### config.mk
export PLATFORM = sky130hd
export DESIGN_NAME = accum_ctrl
export DESIGN_NICKNAME = d
export VERILOG_FILES = /design/src/rtl/accum_ctrl.sv
export SDC_FILE = /design/constraint.sdc
export NUM_CORES = 1
export LEC_CHECK = 0
export ABC_AREA = 1
export CAP_MARGIN = 20
export CORE_MARGIN = 5
export CORE_UTILIZATION = 59
export CTS_CLUSTER_DIAMETER = 120
export DETAILED_ROUTE_END_ITERATION = 10
export PLACE_DENSITY = 0.82
export RECOVER_POWER = 50
export SYNTH_ARGS = -nofsm -noshare
export SYNTH_HDL_FRONTEND = slang
export SYNTH_SLANG_ARGS = --single-unit
### constraint.sdc
create_clock -name clk_i -period 10.6 [get_ports clk_i]
set_input_delay 1.06 -clock clk_i [delete_from_list [all_inputs] [get_ports clk_i]]
set_output_delay 1.06 -clock clk_i [all_outputs]
set_load 0.01 [all_outputs]
### src/rtl/accum_ctrl.sv
// accum_ctrl: sequencer for the tensor-core accumulator array; turns a group size into chain/mux selects and tracks result validity.
// Latency: out_valid_o follows an accepted input by BYP_LAT (g=1) or BASE_LAT+STAGE_LAT*(g-2) cycles; selects change the cycle after APPLY.
// Backpressure: a pending cfg request drops in_ready_o; cfg_ready_o only with an empty pipeline. ACC_CTRL_PERF_EN adds perf counters.
module accum_ctrl #(
  parameter int IN_SIZE   = 16,
  parameter int BYP_LAT   = 2,
  parameter int BASE_LAT  = 1,
  parameter int STAGE_LAT = 2
) (
  input  logic               clk_i,
  input  logic               rst_ni,
  input  logic               cfg_valid_i,
  input  logic [4:0]         cfg_group_i,
  output logic               cfg_ready_o,
  output logic               cfg_err_o,
  input  logic               in_valid_i,
  output logic               in_ready_o,
  output logic [2:IN_SIZE-1] adder_chain_set_o,
  output logic [1:IN_SIZE-1] out_data_mux_o,
  output logic               out_valid_o,
  output logic [0:IN_SIZE-1] out_lane_mask_o,
`ifdef ACC_CTRL_PERF_EN
  output logic [31:0]        perf_samples_o,
  output logic [31:0]        perf_stall_o,
`endif
  output logic               busy_o
);

  localparam int MAX_LAT   = BASE_LAT + STAGE_LAT * (IN_SIZE - 2);
  localparam int DEPTH_A   = (MAX_LAT > BYP_LAT) ? MAX_LAT : BYP_LAT;
  localparam int TAG_DEPTH = (DEPTH_A > 2) ? DEPTH_A : 2;
  localparam int LIDX_W    = $clog2(TAG_DEPTH);
  localparam int CNT_W     = $clog2(TAG_DEPTH + 1);
  localparam logic [4:0] G_MAX = 5'(IN_SIZE);

  typedef enum logic [1:0] {S_IDLE, S_RUN, S_DRAIN, S_APPLY} state_e;

  state_e               state_q, state_d;
  logic [4:0]           g_q, g_d;
  logic [4:0]           pend_q, pend_d;
  logic [2:IN_SIZE-1]   chain_q, chain_d;
  logic [1:IN_SIZE-1]   mux_q, mux_d;
  logic [0:IN_SIZE-1]   mask_q, mask_d;
  // Tap 0 of the tag line is the live accept; taps 1.. are registered.
  logic [TAG_DEPTH-2:0] tag_q, tag_d;
  logic [TAG_DEPTH-1:0] tag_all;
  logic                 out_valid_q, out_valid_d;
  logic [CNT_W-1:0]     inflight_q, inflight_d;
  logic [LIDX_W-1:0]    lat_idx;
  logic [4:0]           rem [IN_SIZE];
  logic [4:0]           rem_run;
  logic                 cfg_accept;
  logic                 in_accept;
  logic                 g_legal;

  assign g_legal = (pend_q != 5'd0) && (pend_q <= G_MAX);

  // Control FSM: a cfg request blocks new input, waits for the pipeline to empty, then applies for one cycle.
  always_comb begin
    state_d     = state_q;
    pend_d      = pend_q;
    g_d         = g_q;
    cfg_ready_o = 1'b0;
    in_ready_o  = 1'b0;
    cfg_err_o   = 1'b0;
    cfg_accept  = 1'b0;
    case (state_q)
      S_IDLE: begin
        cfg_ready_o = (inflight_q == '0);
        cfg_accept  = cfg_valid_i & cfg_ready_o;
        in_ready_o  = ~cfg_accept;
        if (cfg_accept) begin
          state_d = S_APPLY;
          pend_d  = cfg_group_i;
        end else if (in_valid_i) begin
          state_d = S_RUN;
        end
      end
      S_RUN: begin
        in_ready_o = ~cfg_valid_i;
        if (cfg_valid_i) begin
          state_d = S_DRAIN;
        end else if ((inflight_q == '0) && !in_valid_i) begin
          state_d = S_IDLE;
        end
      end
      S_DRAIN: begin
        if (inflight_q == '0) begin
          state_d = S_IDLE;
        end
      end
      S_APPLY: begin
        if (g_legal) begin
          g_d = pend_q;
        end else begin
          cfg_err_o = 1'b1;
        end
        state_d = S_IDLE;
      end
      default: state_d = S_IDLE;
    endcase
  end

  // Lane position within its group (i mod g), built as a wrapping count to avoid a divider.
  always_comb begin
    rem_run = 5'd0;
    for (int i = 0; i < IN_SIZE; i++) begin
      rem[i]  = rem_run;
      rem_run = (rem_run == g_d - 5'd1) ? 5'd0 : rem_run + 5'd1;
    end
  end

  // Select vectors and lane mask for the group size that will be in force next cycle.
  always_comb begin
    chain_d = '0;
    mux_d   = '0;
    for (int i = 2; i < IN_SIZE; i++) begin
      chain_d[i] = (g_d >= 5'd2) && (rem[i] >= 5'd2);
    end
    for (int i = 1; i < IN_SIZE; i++) begin
      mux_d[i] = (g_d >= 5'd2) && (rem[i] == g_d - 5'd1);
    end
    mask_d[0] = (g_d == 5'd1);
    for (int i = 1; i < IN_SIZE; i++) begin
      mask_d[i] = (g_d == 5'd1) | mux_d[i];
    end
  end

  // Tag-line tap at which a sample completes for the current group size.
  always_comb begin
    if (g_q == 5'd1) begin
      lat_idx = LIDX_W'(BYP_LAT - 1);
    end else begin
      lat_idx = LIDX_W'(BASE_LAT + STAGE_LAT * (int'(g_q) - 2) - 1);
    end
  end

  // Tag shift and in-flight count; tags past the exit tap are dropped so a later longer latency cannot see them.
  always_comb begin
    in_accept = in_valid_i & in_ready_o;
    tag_all   = {tag_q, in_accept};
    for (int k = 0; k < TAG_DEPTH - 1; k++) begin
      tag_d[k] = tag_all[k] & (LIDX_W'(k) < lat_idx);
    end
    out_valid_d = tag_all[lat_idx];
    inflight_d  = inflight_q;
    if (in_accept && !out_valid_q) begin
      inflight_d = inflight_q + CNT_W'(1);
    end else if (!in_accept && out_valid_q) begin
      inflight_d = inflight_q - CNT_W'(1);
    end
  end

  // State and datapath registers; reset discards everything in flight.
  always_ff @(posedge clk_i or negedge rst_ni) begin
    if (!rst_ni) begin
      state_q     <= S_IDLE;
      g_q         <= 5'd1;
      pend_q      <= 5'd1;
      chain_q     <= '0;
      mux_q       <= '0;
      mask_q      <= '1;
      tag_q       <= '0;
      out_valid_q <= 1'b0;
      inflight_q  <= '0;
    end else begin
      state_q     <= state_d;
      g_q         <= g_d;
      pend_q      <= pend_d;
      chain_q     <= chain_d;
      mux_q       <= mux_d;
      mask_q      <= mask_d;
      tag_q       <= tag_d;
      out_valid_q <= out_valid_d;
      inflight_q  <= inflight_d;
    end
  end

  assign adder_chain_set_o = chain_q;
  assign out_data_mux_o    = mux_q;
  assign out_lane_mask_o   = mask_q;
  assign out_valid_o       = out_valid_q;
  assign busy_o            = (inflight_q != '0) || (state_q != S_IDLE);

`ifdef ACC_CTRL_PERF_EN
  logic [31:0] perf_samples_q, perf_samples_d;
  logic [31:0] perf_stall_q, perf_stall_d;

  // Saturating counters of delivered results and stalled input cycles.
  always_comb begin
    perf_samples_d = perf_samples_q;
    perf_stall_d   = perf_stall_q;
    if (out_valid_q && (perf_samples_q != '1)) begin
      perf_samples_d = perf_samples_q + 32'd1;
    end
    if (in_valid_i && !in_ready_o && (perf_stall_q != '1)) begin
      perf_stall_d = perf_stall_q + 32'd1;
    end
  end

  // Perf counter registers.
  always_ff @(posedge clk_i or negedge rst_ni) begin
    if (!rst_ni) begin
      perf_samples_q <= '0;
      perf_stall_q   <= '0;
    end else begin
      perf_samples_q <= perf_samples_d;
      perf_stall_q   <= perf_stall_d;
    end
  end

  assign perf_samples_o = perf_samples_q;
  assign perf_stall_o   = perf_stall_q;
`endif

endmodule
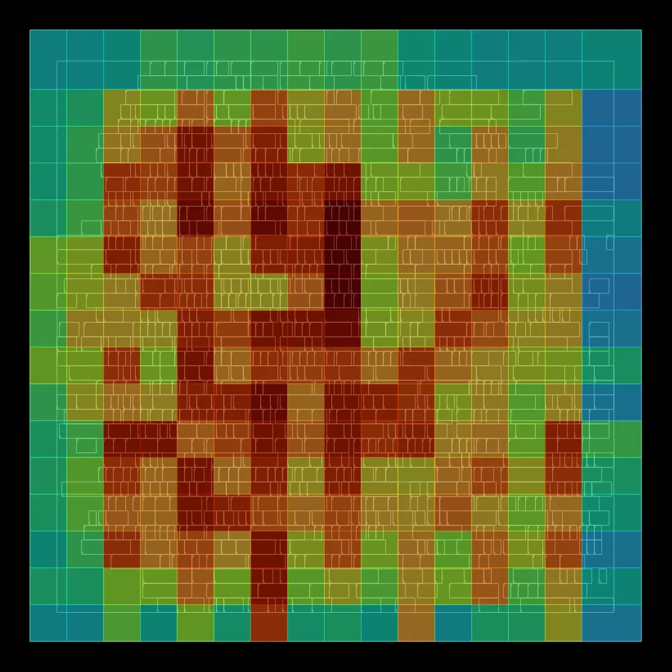
congestion_map.png
GRT Total Usage: 23.59%
met3 Use GR: 3.277%
DR WL/cell: 16.07 um
M1 GR Usage: 30.60%

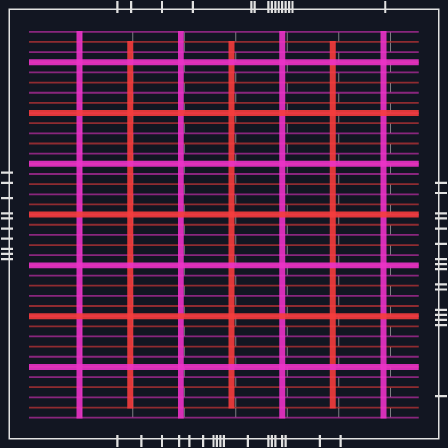
floorplan.png
Pins as bars on the die edge. Tap cells in gray.
Magenta stands for VSS. Red stands for VDD.
39 met1 rails follow the rows. The core has 38 rows. 59 signal pins sit on the boundary. 7 straps on met5. 140 tap cells.
Horiz. Die Dim: 114.6 um
core area: 10790 sq um

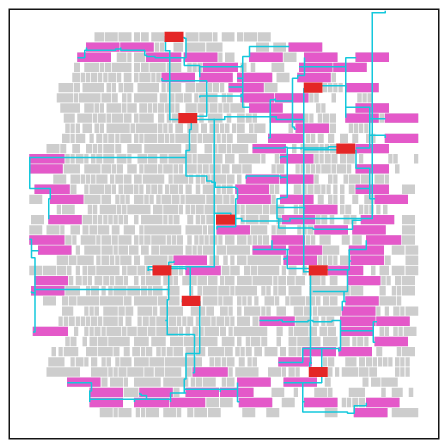
clock_wires.png
Red stands for clock-net drivers, count 9. Cyan stands for clock wires, length 1210 um. Magenta stands for flip-flops, count 91.
There are 10 routed clock nets.
clk_skew: 16.82 ps
Worst-Skew Late Latency: 390 ps

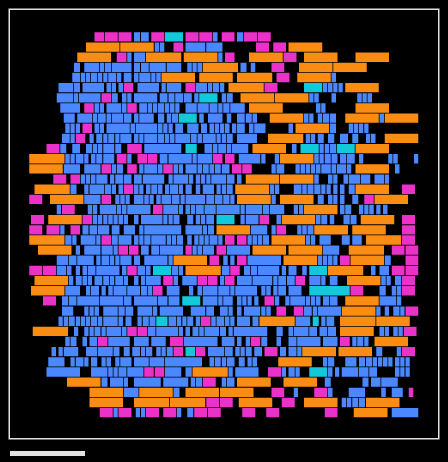
class_map.png
Scale bar: 20 um.
Magenta stands for remaining buffers and delay cells, cells 120, share of their area 13%. Blue stands for remaining logic cells, cells 752, share of their area 56%. Cyan stands for clock drivers and dummy loads, cells 16, share of their area 2.6%. Orange stands for registers, cells 91, share of their area 28%.
Final Util: 77.15%
Seq area share: 27.62%
row cnt: 38

==> CHANGELOG.md <==
### Physical design

- Largest family of logic cells by area: simple AND/OR/NAND/NOR gates
- Hold_buf cts: 0
- Max-slew violation count: 33
- Main synth FF type: dfrtp_1
- Fmax achieved: 95.07 MHz
- CP endpoint: out_lane_mask_o[15]
- Asr flop ratio synth: 100.0%
- Worst path top cell family by delay: simple AND/OR/NAND/NOR gates
- Post-Synth Adder-Cell Area: 6.700%
- TritonCTS clock tree: built
- Worst Path Buf+Inv: 18
- Non-Filler Instances: 1119
- Uppermost routed layer: met4
- DRT Wirelength: 17.98 mm
- Hold path startpoint: tag_q[8]
- Worst hold path depth: 2
- Pre-CTS setup slack: -34.62 ps
- Failing checks: capacitance limit, slew limit
- Worst Tran Pin Value: 1807 ps
- Comb area share: 49.08%
- Status: finished, violations left
- Max-Cap Viols: 1
- Worst Hold Class: reg2reg
- Largest cells by area: dfrtp_1 28%, nand2_1 12%, dfstp_2 7.3%
- First-pass GRT wire length: 25.10 mm
- Residual DRC: 0
- Chip area: 13140 sq um
- Final WS setup: 81.40 ps
- End of the worst register-to-register path: out_lane_mask_o[15]
- Vias per cell: 5.644
- Top cell excl fill/tap: nand2_1
- Seq/Total Area, Yosys: 35.59%
- EDFF count, synth: 0
- Setup Fix Bufs, Post-CTS: 2
- Ant diodes: 0
